[config.mk]
export PLATFORM = sky130hd
export DESIGN_NAME = multi_pop_dispatch
export DESIGN_NICKNAME = d
export VERILOG_FILES = /design/src/rtl/multi_pop_dispatch_pkg.sv /design/src/rtl/multi_pop_dispatch_credit_counter.sv /design/src/rtl/multi_pop_dispatch.sv
export SDC_FILE = /design/constraint.sdc
export NUM_CORES = 1
export LEC_CHECK = 0
export ABC_AREA = 0
export CORE_AREA = 2 2 84 86
export DETAILED_ROUTE_END_ITERATION = 12
export DIE_AREA = 0 0 86 88
export GPL_ROUTABILITY_DRIVEN = 0
export PLACE_DENSITY = 0.73
export SLEW_MARGIN = 20
export SYNTH_ARGS = -nofsm -noshare
export SYNTH_HDL_FRONTEND = slang
export SYNTH_SLANG_ARGS = --single-unit
[constraint.sdc]
create_clock -name clk -period 14.52 [get_ports clk]
set_input_delay 3.63 -clock clk [delete_from_list [all_inputs] [get_ports clk]]
set_output_delay 3.63 -clock clk [all_outputs]
set_load 0.02 [all_outputs]
[src/rtl/multi_pop_dispatch_pkg.sv]
// Shared types and helpers for the multi-pop dispatcher and its credit counter.
// Lane vectors are handled zero-extended to MAX_LANES bits so one helper serves every width.
package multi_pop_dispatch_pkg;

    typedef enum logic [1:0] {
        RUN   = 2'd0,
        FLUSH = 2'd1,
        DRAIN = 2'd2
    } state_t;

    localparam int MAX_LANES = 32;

    function automatic int popcount(input logic [MAX_LANES-1:0] v, input int width);
        int c;
        c = 0;
        for (int i = 0; i < MAX_LANES; i++) begin
            if (i < width && v[i]) begin
                c++;
            end
        end
        return c;
    endfunction

    function automatic logic [MAX_LANES-1:0] therm_mask(input int k);
        logic [MAX_LANES-1:0] m;
        m = '0;
        for (int i = 0; i < MAX_LANES; i++) begin
            if (i < k) begin
                m[i] = 1'b1;
            end
        end
        return m;
    endfunction

endpackage

[src/rtl/multi_pop_dispatch_credit_counter.sv]
// Saturating credit pool: count <= count - spend + credit_ret + restore, clamped at CREDITS.
// Spend never exceeds count, so the subtraction cannot wrap.
module credit_counter
    import multi_pop_dispatch_pkg::*;
#(
    parameter int CREDITS = 8,
    parameter int DW      = 3,
    localparam int CW     = $clog2(CREDITS + 1)
) (
    input  logic          clk,
    input  logic          rst,
    input  logic [DW-1:0] spend,
    input  logic [DW-1:0] credit_ret,
    input  logic [DW-1:0] restore,
    output logic [CW-1:0] count,
    output logic          full
);

    localparam int SW = ((CW > DW) ? CW : DW) + 2;

    logic [SW-1:0] sum;

    assign sum  = SW'(count) - SW'(spend) + SW'(credit_ret) + SW'(restore);
    assign full = (count == CW'(CREDITS));

    // Returning more than was spent is a downstream protocol error; clamp rather than wrap.
    always_ff @(posedge clk) begin
        if (rst) begin
            count <= CW'(CREDITS);
        end else if (sum > SW'(CREDITS)) begin
            count <= CW'(CREDITS);
        end else begin
            count <= CW'(sum);
        end
    end

endmodule

[src/rtl/multi_pop_dispatch.sv]
// In-order credit-gated dispatcher: pops up to N FIFO entries per cycle into a registered N-lane stage
// (pop at t -> out_valid at t+1) and sequences FIFO flush; MULTI_POP_DISPATCH_PERF_EN adds perf counters.
module multi_pop_dispatch
    import multi_pop_dispatch_pkg::*;
#(
    parameter type T       = logic [7:0],
    parameter int  N       = 4,
    parameter int  DEPTH   = 16,
    parameter int  CREDITS = 8,
    localparam int DEPTH_BITS = $clog2(DEPTH),
    localparam int CW         = $clog2(CREDITS + 1)
) (
    input  logic                clk,
    input  logic                rst,
    input  T                    fifo_dataout [N],
    input  logic [DEPTH_BITS:0] fifo_entry_count,
    output logic [N-1:0]        fifo_pop,
    output logic                fifo_clear,
    output logic [N-1:0]        out_valid,
    output T                    out_data [N],
    input  logic                out_ready,
    input  logic [N-1:0]        credit_return,
    input  logic                flush,
    output logic [CW-1:0]       credit_avail,
    output logic                busy
`ifdef MULTI_POP_DISPATCH_PERF_EN
    ,
    output logic [31:0]         perf_issue_cnt,
    output logic [31:0]         perf_credit_stall_cnt
`endif
);

    localparam int KW = $clog2(N + 1);
    localparam int EW = DEPTH_BITS + 1;
    localparam logic [EW-1:0] N_EXT = EW'(N);

    state_t        state, state_nxt;
    logic          stage_free;
    logic [KW-1:0] k, ret_cnt, restore_cnt, valid_cnt;
    logic [CW-1:0] credit_cnt;
    logic          credit_full;

    assign stage_free = (out_valid == '0) || out_ready;
    assign ret_cnt    = KW'(popcount(MAX_LANES'(credit_return), N));
    assign valid_cnt  = KW'(popcount(MAX_LANES'(out_valid), N));

    always_comb begin
        state_nxt   = state;
        k           = '0;
        restore_cnt = '0;
        case (state)
            RUN: begin
                if (flush) begin
                    state_nxt = FLUSH;
                    // Held lanes that downstream did not take are handed back to the pool.
                    if (!out_ready) begin
                        restore_cnt = valid_cnt;
                    end
                end else if (stage_free) begin
                    k = KW'(N);
                    if (fifo_entry_count < N_EXT) begin
                        k = KW'(fifo_entry_count);
                    end
                    if (int'(credit_cnt) < int'(k)) begin
                        k = KW'(credit_cnt);
                    end
                end
            end
            FLUSH: state_nxt = DRAIN;
            DRAIN: begin
                if (credit_full) begin
                    state_nxt = RUN;
                end
            end
            default: state_nxt = RUN;
        endcase
    end

    assign fifo_pop     = N'(therm_mask(int'(k)));
    assign fifo_clear   = (state == FLUSH);
    assign credit_avail = credit_cnt;
    assign busy         = (state != RUN) || (out_valid != '0) || (fifo_entry_count != '0);

    always_ff @(posedge clk) begin
        if (rst) begin
            state     <= RUN;
            out_valid <= '0;
            for (int i = 0; i < N; i++) begin
                out_data[i] <= '0;
            end
        end else begin
            state <= state_nxt;
            if (state == RUN) begin
                if (flush) begin
                    out_valid <= '0;
                end else if (stage_free) begin
                    out_valid <= fifo_pop;
                    for (int i = 0; i < N; i++) begin
                        if (fifo_pop[i]) begin
                            out_data[i] <= fifo_dataout[i];
                        end
                    end
                end
            end
        end
    end

    credit_counter #(
        .CREDITS (CREDITS),
        .DW      (KW)
    ) u_credit_counter (
        .clk        (clk),
        .rst        (rst),
        .spend      (k),
        .credit_ret (ret_cnt),
        .restore    (restore_cnt),
        .count      (credit_cnt),
        .full       (credit_full)
    );

`ifdef MULTI_POP_DISPATCH_PERF_EN
    always_ff @(posedge clk) begin
        if (rst) begin
            perf_issue_cnt        <= '0;
            perf_credit_stall_cnt <= '0;
        end else begin
            perf_issue_cnt <= perf_issue_cnt + 32'(k);
            if (state == RUN && stage_free && fifo_entry_count != '0 && credit_cnt == '0) begin
                perf_credit_stall_cnt <= perf_credit_stall_cnt + 32'd1;
            end
        end
    end
`endif

endmodule

### Clock wiring as the flow saved it, run 1

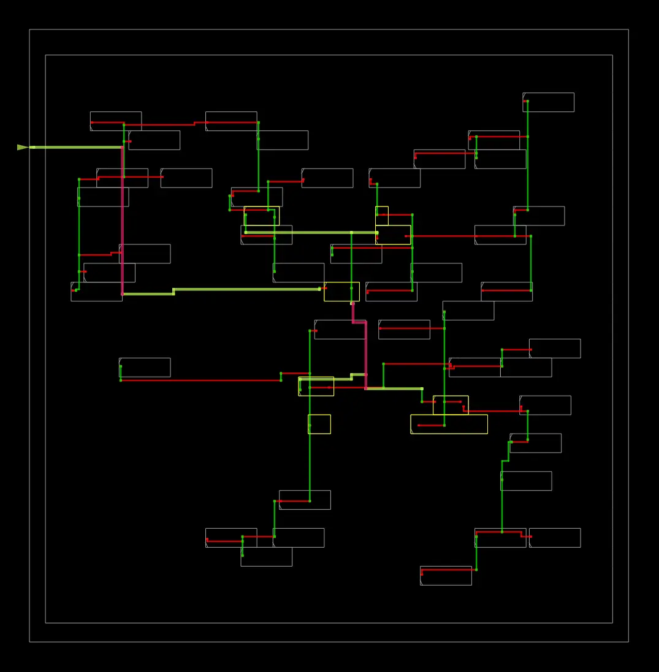
CTS buffer count: 5
CLK BUF: 5
Clk power: 0.0957 mW
Late-Pin Clk Latency: 300 ps

### Gate-type map, run 1

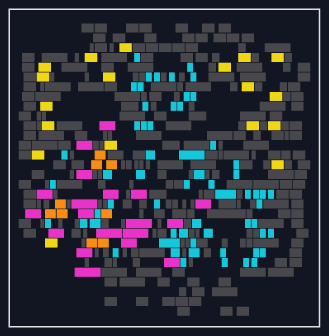
- orange: XOR/XNOR gates (cells 9)
- yellow: multiplexers (cells 18)
- cyan: inverting AOI/OAI gates (cells 60)
- magenta: adder and majority cells (cells 19)

### Cell classes on the final placement, run 1

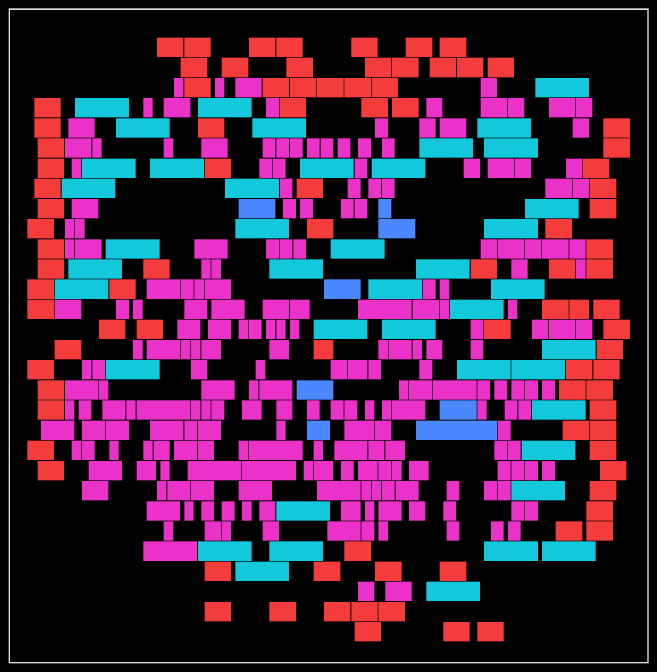
- red: other buffers and delay cells (cells 92; share of their area 27%)
- blue: clock drivers and dummy loads (cells 8; share of their area 3.3%)
- magenta: all other logic (cells 224; share of their area 45%)
- cyan: flops (cells 42; share of their area 25%)
FP Rows: 30
post-route cell area: 3473 µm²
flop share of the area: 24.21%

### Clock distribution, run 1

Scale bar: 20 µm.
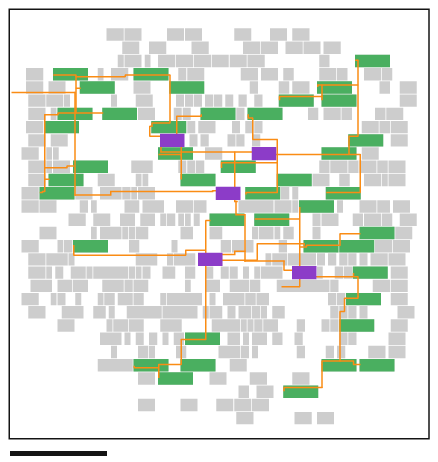
- green: flip-flops (count 42)
- purple: cells driving clock nets (count 5)
- orange: clock wires (length 570 µm)
- routed clock nets: 6
- flops lie: all over the die
clock power share: 22.5%
Layout Skew: 5.682 ps

==> CHANGELOG.md, run 1 <==
## Flow update

* Status: finished clean
* CTS tree: built
* Setup Fix Bufs, Post-CTS at 0
* Post-synth top area cell: dfxtp_1
* Fin nets at between 400 and 500
* Mapped Avg Cell Area at roughly 8.7 µm²
* I/O pin cnt at roughly 90
* Setup TNS at 0 ps
* Total wire length at around 6000 µm
* Leakage Power at between 1 and 1.5 nW
* Total number of vias at 2254
* Number of fill cells at 621
* Avg WL per Cell at about 13 µm
* Initial antenna violation count at 0
* EDFF count, synth at 0
* Count of cell types in the netlist at around 42
* Die Width at roughly 86 µm
* RSZ-0062 raised after global routing: false
* Area Growth Syn to Fin at 44.51%
* CTS clk-pin slew, worst paths at ~90 ps
* Initial drt markers at between 100 and 150
* Met2 Resource Use GR at a little over a quarter
* Register bit count reported by yosys at approximately 42
* Async S/R FF share, synth at 0%
* Top Layout Cells: clkdlybuf4s50_1 (90), dfxtp_1 (42), a21oi_1 (28)
* Kind of critical path: input port to primary output
* ANT nets after route at 0
* Final period utilization at a little under three quarters
* Ant diodes at 0
* CP arrival at 6820 ps
* Worst path cell trace: clkdlybuf4s50_1, nor3_2, nand2_1, ha_1, o21ai_0, nand2_1, a211o_1, a21oi_4, inv_1, clkdlybuf4s50_1
* Peak VDD IR at 45.75 µV
* Clk sinks at 42
* Worst hold margin at around 480 ps
* Synth Cell Area at around 2400 µm²
* First-pass GRT wire length at about 9600 µm
* F_max at 0.09570 GHz
* Yosys xor share at 3.280%
* Highest-count logic cell in the final layout: clkdlybuf4s50_1
* Setup ws final at 4071 ps
* Dpl hpwl at ~4600 µm
* Final Max Tran Viols at 0
* GRT Residual Overflow at 0
* Sequential area share after synthesis at approximately a third
* Cts repair resizes at 0
* Ao+oa area frac at about 18%
* Clock H-tree levels at 2
* Combinational Area at 1421 µm²
* Top-area cell type share of the netlist area at 34.98%
* Yosys simple share at a little under a fifth
* Mapped Nets at 341
* Met3 usage at between 4 and 5%
* Met1 Track Usage GR at 20.46%
* Placed insts at roughly 440
* Pwr Density at between 100 and 150 nW/µm²
* Core Box Area at ~6600 µm²
* Area contributors post-synth: dfxtp_1 (35%), mux2i_1 (7.5%), ha_1 (7.3%)
* Req. time, crit path at about 11000 ps
* Synth warn at 0
* Die height at 88 µm
* Root buf cell: clkbuf_8
* Finished Layout Cells at around 450
* Largest fanout on the critical path at 10
* # setup viols final at 0
* Post-route core utilization at between 50% and 60%
* Vias in the first global route at 2130
* Hold Crit Class: register to register
* Chip area at roughly 7600 µm²
* IO Port Bufs at approximately 90
* Crit path launch type: input port
* Drt drc at 0
* Mux share at under 10%
* Post-CTS Hold Buffers at 0
* Busiest grt layer: met2
* Largest net degree at the start of global routing at a little under 50
* Relative slew slack at 49.30%
* Deepest clock path buffer count at 2
* Ys cells at 277
* DR pass1 iterations at 4
* Cells after synthesis at 277
* Top non-seq family: simple AND/OR/NAND/NOR gates
* Final Power at about 0.43 mW
* CP peak stage delay at around 540 ps
* Count of final hold-check violations at 0
* CP Capture Type: primary output
* Via density at ~5
* Share of layout cells above drive strength 1 at 5.191%
* Post-Synth Adder-Cell Area at approximately 11%
* Critical-path top delay cell: clkdlybuf4s50_1
==> run 1: critical path, delay by kind of cell <==
kind,cells,cell delay [ps]
compound gates,3,1130
simple gates,3,700
buf+inv,3,1040
fa+ha+maj,1,300
==> run 1: path summary, 6_finish.rpt <==
kind                             start                                   end  slack, ps  cells after the start
max reg2reg  out_valid[0]$_SDFFE_PP0P_  u_credit_counter.count[0]$_SDFF_PP0_      10110                     16
min reg2reg   out_data[6]$_SDFFE_PP0P_              out_data[6]$_SDFFE_PP0P_        480                      2
min           out_data[6]$_SDFFE_PP0P_              out_data[6]$_SDFFE_PP0P_        480                      2
max                fifo_entry_count[4]                           fifo_pop[0]       4070                     10
==> run 1: state kept, by name, summed over array words and instances (netlist names) <==
signal / cells
out_valid: 4
state: 2
out_data: 32
u_credit_counter.count: 4
==> run 1: metal layers <==
metal  part of all wire (%)  routed length, µm
met1                     44               2662
met2                     47               2803
met3                    7.4                444
met4                    1.5                 88
met5                      0                  0
==> run 1: final cells by class <==
class | instances | share of cell area, %
Multi-Input combinational cell | 202 | 40.92
Timing Repair Buffer | 92 | 26.37
Sequential cell | 42 | 24.21
Tap cell | 80 | 2.882
Inverter | 22 | 2.378
Clock buffer | 5 | 1.981
Clock inverter | 3 | 1.261
==> run 1: cells in the mapped netlist (3+ instances only) <==
cell type / n
a211oi_1: 3
a21o_1: 3
a21oi_1: 28
buf_6: 3
clkbuf_1: 6
dfxtp_1: 42
fa_1: 5
ha_1: 14
inv_1: 22
mux2i_1: 18
nand2_1: 17
nand2b_1: 20
nand3_1: 19
nor2_1: 17
nor3_1: 4
nor4_1: 3
o21ai_0: 18
xor2_1: 7
==> run 1: where the power goes <==
group | switching (mW) | internal (mW)
Clock | 0.0441 | 0.0516
Sequential | 0.0135 | 0.131
Combinational | 0.0979 | 0.0872
### Where the registers sit, run 1

Other sequential cells in the stronger gray, the rest of the logic in the fainter gray.
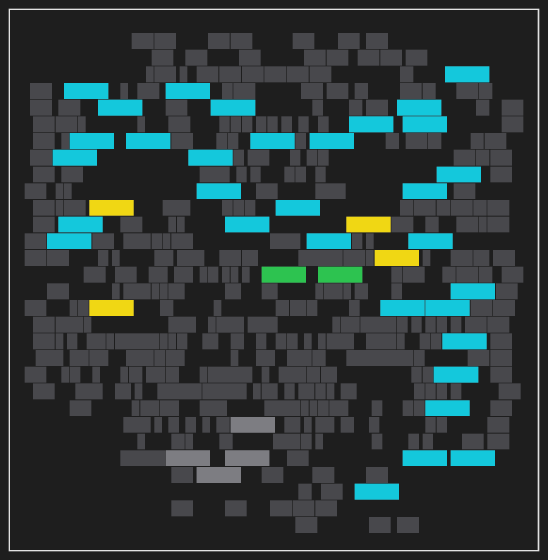

==> run 2, diff against run 1 <==
--- a/config.mk
+++ b/config.mk
@@ -10,7 +10,7 @@
 export DETAILED_ROUTE_END_ITERATION = 12
 export DIE_AREA = 0 0 86 88
 export GPL_ROUTABILITY_DRIVEN = 0
-export PLACE_DENSITY = 0.73
+export PLACE_DENSITY = 0.75
 export SLEW_MARGIN = 20
 export SYNTH_ARGS = -nofsm -noshare
 export SYNTH_HDL_FRONTEND = slang
==> constraint.sdc (replaced) <==
create_clock -name clk -period 8.9 [get_ports clk]
set_input_delay 2.225 -clock clk [delete_from_list [all_inputs] [get_ports clk]]
set_output_delay 2.225 -clock clk [all_outputs]
set_load 0.02 [all_outputs]
### Where the registers sit, run 2

Other sequential cells in the stronger gray, the rest of the logic in the fainter gray.
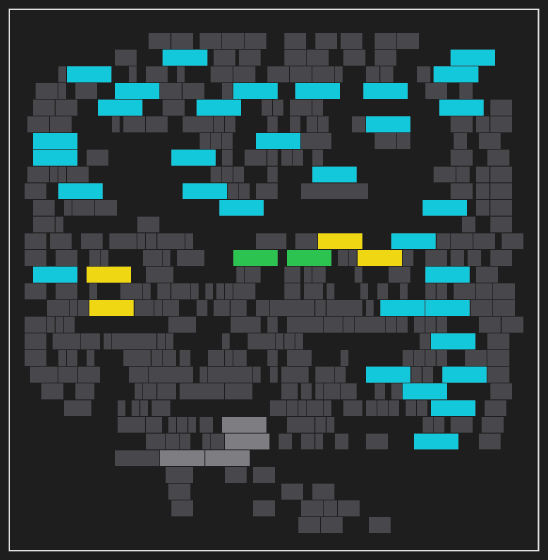
- cyan: `out_data` (placed flops 32)
- yellow: `out_valid` (placed flops 4)
- green: `state` (placed flops 2)
- not colored: 4

==> CHANGELOG.md, run 2 <==
## Flow update

* Vias in the first global route at 2065 (-3.1%)
* Mapped Nets at 341 (unchanged)
* Req. time, crit path at 6680 ps (-4210 ps)
* # setup viols final at 0 (unchanged)
* F_max at 0.1304 GHz
* Clock power share at 21.8% (-0.7 points)
* Ys cells at 277 (unchanged)
* FP Rows at 30 (unchanged)
* Synth Cell Area at 2404 µm² (unchanged)
* CTS buffer count at 5 (unchanged)
* DR pass1 iterations at 4 (unchanged)
* Dpl hpwl at 4616 µm (+1.1%)
* Clock H-tree levels at 2 (unchanged)
* Die Width at 86 µm (unchanged)
* Final period utilization at a little under nine tenths
* Area contributors post-synth: dfxtp_1 (35%), mux2i_1 (7.5%), ha_1 (7.3%)
* Fin nets at 429 (unchanged)
* Biggest register: out_data
* Total number of vias at 2212 (-1.9%)
* Share of layout cells above drive strength 1 at 4.918% (-0.27 points)
* Largest fanout on the critical path at 10 (unchanged)
* Status: finished clean
* RSZ-0062 raised after global routing: false
* Met1 WL at 2660 µm (about the same)
* CP arrival at 5450 ps (-1370 ps)
* Hold Path Sink: out_data[22]$_SDFFE_PP0P_
* Crit path launch: fifo_entry_count[4]
* Largest net degree at the start of global routing at 49 (unchanged)
* Crit path launch type: input port
* Met2 Resource Use GR at 26.64% (+0.28 points)
* Met3 usage at 4.241% (-0.28 points)
* Via density at 4.960 (-1.9%)
* Total wire length at 6003 µm (about the same)
* Yosys xor share at 3.280% (unchanged)
* Worst reg2reg setup slack at 4500 ps (-5610 ps)
* Largest regs: out_data: 32 flops, out_valid: 4 flops, u_credit_counter.count: 4 flops
* Cts repair resizes at 0 (unchanged)
* First-pass GRT wire length at 9591 µm (-0.50%)
==> run 2: cell count changes in the layout (fill, tap and decap cells not counted), sizes merged <==
cell      delta
clkbuf       +1
clkinv       -1
clkinvlp     +1
inv          -1
==> run 2: area by class of cell <==
type	count	area, µm²
fillers	599	3173
multi-input cells	202	1421
repair buffers	92	915.9
flip-flops and latches	42	840.8
well taps	80	100.1
inverters	22	82.58
clock buffers	6	72.57
clock inverters	2	37.54
==> run 2: power by group through the flow <==
| stage | clock, mW | combinational [mW] | sequential [mW] |
|---|---|---|---|
| 2_1_floorplan | 0 | 0.169 | 0.264 |
| 5_1_grt | 0.162 | 0.334 | 0.240 |
| 3_5_place_dp | 0 | 0.303 | 0.239 |
| 4_1_cts | 0.154 | 0.305 | 0.235 |
| 6_report | 0.150 | 0.303 | 0.235 |
| 3_3_place_gp | 0 | 0.297 | 0.239 |
==> run 2: cell families after synthesis <==
kind of cell | after synthesis
AND/OR/NAND/NOR | 88
AND-OR/OR-AND | 68
flip-flops | 42
buffers and inverters | 33
adder cells (fa/ha/maj) | 19
multiplexers | 18
XOR/XNOR | 9
==> run 2: per-stage QoR <==
stage | worst slack (ps) | hold slack (ps) | cells | util, %
5_1_grt | 864.4 | 493.7 | 446 | 52.24
2_1_floorplan | 2566 | 549.3 | 277 | -
3_3_place_gp | 1338 | 461.4 | 438 | 50.58
3_5_place_dp | 1241 | 469.4 | 438 | 50.58
4_1_cts | 1209 | 480.7 | 446 | 52.24
6_report | 1230 | 476.9 | 446 | 52.24
==> run 2: critical path: stages <==
cell and delay, ps:
clkdlybuf4s50_1 430, nor3_2 400, nand2_1 130, ha_1 250, nor4_1 270, nand3_1 200
a211o_1 480, a21oi_4 420, inv_1 90, clkdlybuf4s50_1 550
Power is estimated from default activity; no workload was simulated.
